==> config.mk <==
export PLATFORM = sky130hd
export DESIGN_NAME = dff_retime_sink
export DESIGN_NICKNAME = d
export VERILOG_FILES = /design/src/rtl/retime_pkg.sv /design/src/rtl/dff_retime_sink_fifo.sv /design/src/rtl/dff_retime_sink.sv
export SDC_FILE = /design/constraint.sdc
export NUM_CORES = 1
export LEC_CHECK = 0
export CAP_MARGIN = 20
export CORE_ASPECT_RATIO = 0.8
export CORE_MARGIN = 2
export CORE_UTILIZATION = 47
export CTS_CLUSTER_SIZE = 30
export DETAILED_ROUTE_END_ITERATION = 12
export GPL_TIMING_DRIVEN = 0
export PLACE_DENSITY = 0.73
export SLEW_MARGIN = 0
export SYNTH_ARGS = -nofsm -noshare
export SYNTH_HDL_FRONTEND = slang
export SYNTH_SLANG_ARGS = --single-unit
==> constraint.sdc <==
create_clock -name clk -period 4.7 [get_ports clk]
set_clock_uncertainty 0.15 [all_clocks]
set_input_delay 1.175 -clock clk [delete_from_list [all_inputs] [get_ports clk]]
set_output_delay 1.175 -clock clk [all_outputs]
set_load 0.01 [all_outputs]
==> src/rtl/retime_pkg.sv <==
// Sizing helpers shared by the pipeline-head issuer and the tail sink, so both
// sides build credit/occupancy counters of identical width.
package retime_pkg;

  function automatic int cnt_w(input int depth);
    return $clog2(depth + 1);
  endfunction

endpackage

==> src/rtl/dff_retime_sink_fifo.sv <==
// Circular buffer with first-word fall-through read and an occupancy counter.
// Writes land one cycle before they are visible; caller guarantees no overflow or underflow.
module dff_retime_sink_fifo
  import retime_pkg::*;
#(
  parameter int WIDTH = 64,
  parameter int DEPTH = 3
) (
  input  logic                      clk,
  input  logic                      rst_n,
  input  logic                      push,
  input  logic [WIDTH-1:0]          push_data,
  input  logic                      pop,
  output logic [WIDTH-1:0]          head_data,
  output logic [cnt_w(DEPTH)-1:0]   occ
);

  localparam int CW = cnt_w(DEPTH);
  localparam int PW = $clog2(DEPTH);
  localparam logic [PW-1:0] LAST = PW'(DEPTH - 1);

  logic [WIDTH-1:0] mem [DEPTH];
  logic [PW-1:0]    wr_ptr;
  logic [PW-1:0]    rd_ptr;
  logic [CW-1:0]    occ_next;

  function automatic logic [PW-1:0] ptr_inc(input logic [PW-1:0] p);
    return (p == LAST) ? '0 : p + PW'(1);
  endfunction

  always_comb begin
    occ_next = occ;
    if (push && !pop) occ_next = occ + CW'(1);
    else if (pop && !push) occ_next = occ - CW'(1);
  end

  always_ff @(posedge clk) begin
    if (!rst_n) begin
      wr_ptr <= '0;
      rd_ptr <= '0;
      occ    <= '0;
    end else begin
      occ <= occ_next;
      if (push) wr_ptr <= ptr_inc(wr_ptr);
      if (pop)  rd_ptr <= ptr_inc(rd_ptr);
    end
  end

  // Storage carries no reset; occ alone decides what is meaningful.
  always_ff @(posedge clk) begin
    if (push) mem[wr_ptr] <= push_data;
  end

  assign head_data = mem[rd_ptr];

  a_no_overflow : assert property (@(posedge clk) disable iff (!rst_n)
    !(push && !pop && occ == CW'(DEPTH)));
  a_no_underflow : assert property (@(posedge clk) disable iff (!rst_n)
    !(pop && occ == '0));

endmodule

==> src/rtl/dff_retime_sink.sv <==
// Credit-managed tail buffer for a stall-free pipeline: arrival to out_valid_o is 1 cycle.
// Backpressure is pushed upstream as withheld issue credits; ready_up_o depends on registers only.
module dff_retime_sink
  import retime_pkg::*;
#(
  parameter int WIDTH      = 64,
  parameter int PIPE_DEPTH = 1,
  parameter int FIFO_DEPTH = PIPE_DEPTH + 2
) (
  input  logic             clk,
  input  logic             rst_n,
  input  logic             issue_i,
  output logic             ready_up_o,
  input  logic             in_valid_i,
  input  logic [WIDTH-1:0] in_data_i,
  output logic             out_valid_o,
  output logic [WIDTH-1:0] out_data_o,
  input  logic             out_ready_i,
  output logic             err_o
);

  localparam int CW = cnt_w(FIFO_DEPTH);
  localparam logic [CW-1:0] FULL_CNT = CW'(FIFO_DEPTH);

  logic [CW-1:0] occ;
  logic [CW-1:0] inflight;
  logic [CW-1:0] inflight_next;
  logic [CW:0]   credit_used;
  logic          err;
  logic          pop;
  logic          arrive;
  logic          overflow;
  logic          push;
  logic          stray;
  logic          bad_issue;

  // One extra bit so occ + inflight cannot wrap before the compare.
  assign credit_used = {1'b0, occ} + {1'b0, inflight};
  assign ready_up_o  = rst_n & (credit_used < {1'b0, FULL_CNT});

  assign out_valid_o = rst_n & (occ != '0);
  assign pop         = out_valid_o & out_ready_i;

  assign arrive    = in_valid_i & (inflight != '0);
  assign overflow  = arrive & (occ == FULL_CNT) & ~pop;
  assign push      = arrive & ~overflow;
  assign stray     = in_valid_i & (inflight == '0);
  assign bad_issue = issue_i & ~ready_up_o;

  // An illegal issue is still counted so the later arrival is not also flagged stray.
  always_comb begin
    inflight_next = inflight;
    if (issue_i && !arrive) begin
      if (inflight != FULL_CNT) inflight_next = inflight + CW'(1);
    end else if (arrive && !issue_i) begin
      inflight_next = inflight - CW'(1);
    end
  end

  always_ff @(posedge clk) begin
    if (!rst_n) begin
      inflight <= '0;
      err      <= 1'b0;
    end else begin
      inflight <= inflight_next;
      if (bad_issue || stray || overflow) err <= 1'b1;
    end
  end

  assign err_o = rst_n & err;

  dff_retime_sink_fifo #(
    .WIDTH (WIDTH),
    .DEPTH (FIFO_DEPTH)
  ) u_fifo (
    .clk       (clk),
    .rst_n     (rst_n),
    .push      (push),
    .push_data (in_data_i),
    .pop       (pop),
    .head_data (out_data_o),
    .occ       (occ)
  );

  a_inflight_bound : assert property (@(posedge clk) disable iff (!rst_n)
    inflight <= FULL_CNT);

endmodule
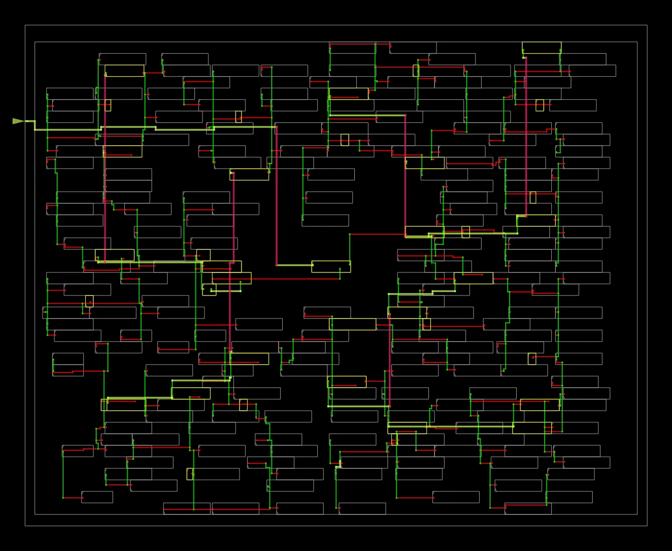
**Above:** clock wiring as the flow saved it.
Late-Pin Clk Latency: 470 ps
registers: 203
Num Clock Sinks: 203

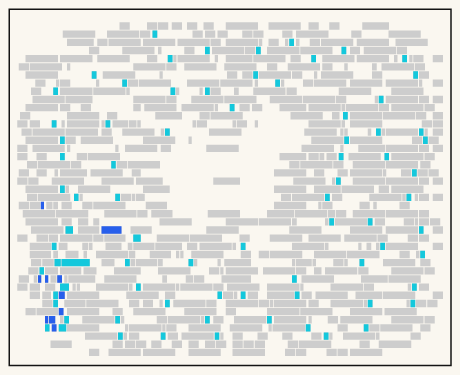
**Above:** gate families picked out.
Drawn at 3 px/um.
- aoi and oai cells: cyan (cells 77; where widely spread)
- nor cells: blue (cells 10; where bottom left)

==> out/metrics.csv <==
stage,metric,value,unit
timing,Fin Hold WS,354.8,ps
timing,fin crit share,0.8171,
synthesis,Synth Warn #,0,
global_route,pin count of the biggest net entering global routing,39,
layout,Util after Layout,0.6330,
synthesis,syn_area_per_cell,16.41,sq um
die,I/O pin total,136,
route,post-route ant nets,0,
global_route,first-pass GRT wire length,24030,um
timing,Max Clk Rate,260.4,MHz
pwr,Comb. pwr,570,uW
synthesis,YS chip area,0.007665,sq mm
pwr,Power Clock,1520,uW
layout,n_diodes,0,
pwr,Seq group,2050,uW
setup_path,CP arrival,2520,ps
die,floorplan utilization,0.4835,
route,drt total wl,15460,um
route,vias per cell,5.159,
synthesis,ys cells,467,
timing,final hold violation count,0,
clock_network,CTS tree,done,
layout,final layout net count,702,
synthesis,"EDFF count, synth",192,
global_route,antenna violations before repair,0,
setup_path,CP Cell Sequence,"ha_1, fa_1, and2_0, nor3_1, clkdlybuf4s50_1",
timing,RSZ-0062 raised after global routing,no,
placement,GP Congestion,0.8007,
timing,final-report max-slew violation count,0,
synthesis,synthesized instance count,467,
die,core area,0.01585,sq mm
pwr,LEAKAGE,0.003197,uW
layout,share of cells above drive strength 1,0.08217,
placement,HPWL after DPL,9898,um
pwr,Int Power,3218,uW
route,number of remaining DRC errors,0,
synthesis,"Net Count, Synth",539,
outcome,status,completed,
setup_path,crit end category,output pin,
clock_network,Post-CTS Resized,0,
die,die y size,118.2,um
global_route,GRT Util Overall,0.1754,
pwr,highest-power group,sequential cells,
layout,final std cells w/o fill,860,
pwr,Psw,926.3,uW
setup_path,CP peak stage delay,570,ps
synthesis,Synth Flop Type,edfxtp_1,
worst_hold_path,Hold Path Class,flip-flop to flip-flop,
synthesis,"FFs w/ async S/R, synth",0,
clock_network,CTS root buf,clkbuf_16,
layout,Top reg by flops,u_fifo.mem,
route,TritonRoute pass-1 iters,5,
setup_path,"Slowest-stage cell, CP",clkdlybuf4s50_1,
die,die width,146.8,um
timing,final setup violation count,0,
clock_network,clk slew on worst S/H paths,60,ps
placement,Post-Place Cells,822,
synthesis,synth unique cells,35,
layout,most frequent cells in the layout,"edfxtp_1 (192), clkdlybuf4s50_1 (134), o21ai_0 (68)",
layout,Top cell excl fill/tap,edfxtp_1,
clock_network,post-CTS setup buffers,0,
setup_path,crit path max fanout,8,
setup_path,critical path startpoint category,flip-flop,
synthesis,"Seq/Total Area, Yosys",0.7809,
layout,P&R area growth vs syn,30.92,%
synthesis,Commonest cells post-synth,"edfxtp_1 (192), o21ai_0 (68), nand2_1 (67)",
timing,Tmin final,3840,ps
clock_network,hold_buf cts,0,
pwr,share of power burned in the clock network,0.367,
timing,slew margin rel.,0.4377,
die,die area,0.01735,sq mm
run,tool warning count,26,
layout,max FFs per register,192,
run,Maximum Capacitance Violations,0,
pwr,VDD IR max,254.7,uV
pwr,combinational share of power,0.137,
global_route,aggregate global routing overflow,0,
synthesis,post-synth top area cell,edfxtp_1,
route,DR iter-0 viols,299,
clock_network,Clock Path Buffers,3,
timing,worst slew pin tran,842.5,ps
clock_network,Num CTS Buffers,21,
route,Vias,4437,
synthesis,"Registers, synthesis",203,
pwr,Net Sw Frac,0.2235,
pwr,sequential fraction of design power,0.496,
synthesis,Synth top area share,0.7522,
die,placement row count,41,
synthesis,top-count cell post-synth,edfxtp_1,
clock_network,htree depth,1,
setup_path,Worst Path Required,3380,ps
placement,PortBufs,134,
setup_path,kind of critical path,flip-flop to output pin,
route,routed wire length per instance,17.97,um
global_route,vias in the first global route,4567,
synthesis,Synth Cell Area,0.007665,sq mm
pwr,Pwr Density,413.0,mW/mm^2
synthesis,Synth area leaders,"edfxtp_1 (75%), mux2i_1 (8.6%), o21ai_0 (4.4%), nand2_1 (3.3%), dfxtp_1 (2.9%)",
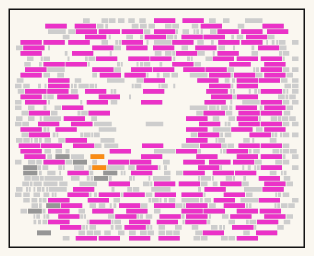
**Above:** where the registers sit.
Drawn at 2 px/um. Other sequential cells in the stronger grey, the rest of the logic in the fainter grey.
- u_fifo.rd_ptr: orange (placed flops 2)
- u_fifo.mem: magenta (placed flops 192; where widely spread)

[worst paths after layout]
| check | start | slack, ps | depth (start not counted) | to |
|---|---|---|---|---|
| worst max-delay path | inflight[0] | 860 | 5 | ready_up_o |
| worst min-delay path | u_fifo.rd_ptr[0] | 350 | 1 | u_fifo.rd_ptr[0] |
| worst max register to register | inflight[1] | 1880 | 6 | u_fifo.mem[0][33] |
| worst min register to register | u_fifo.rd_ptr[0] | 350 | 1 | u_fifo.rd_ptr[0] |
[per-stage QoR]
stage	TNS [ps]	total power (uW)	worst slack [ps]	area (sq um)
after global routing	0	4307	603.0	10030
after CTS	0	4184	792.7	10030
after floorplan	0	2349	659.5	7671
after global placement	-101130	2638	-869.2	9281
final	0	4145	859.6	10030
after detailed placement	0	2665	593.8	9400
[layout make-up]
type / count / area (sq um)
timing repair buffer: 140 / 1454
sequential: 203 / 5986
tap: 215 / 269.0
multi-input combinational: 238 / 1562
inverter: 3 / 11.26
clock buffer: 25 / 540.5
clock inverter: 13 / 93.84
fill: 1143 / 5817
buffer: 23 / 118.9
[cell families after synthesis]
logic type	count (synthesis)	synth area share
xor+xnor	2	0.002286
compound gates	78	0.05599
buf+inv	26	0.01697
flops	203	0.7809
fa+ha+maj	3	0.005876
mux	66	0.08619
simple gates	89	0.05175
[metal layers]
layer,GRT usage,vias to the layer above,share of wire
met1,0.2329,2176,0.44
li1,-,2103,-
met5,0,-,0
met3,0.03938,19,0.056
met4,0.03580,0,0.017
met2,0.2993,139,0.49
[worst max-delay path: cells and delay by family, from the launching register on]
family | cells | cell delay [ps]
simple gates | 2 | 380
flops | 1 | 460
fa+ha+maj | 2 | 630
buf+inv | 1 | 570
Power is estimated from default activity; no workload was simulated.
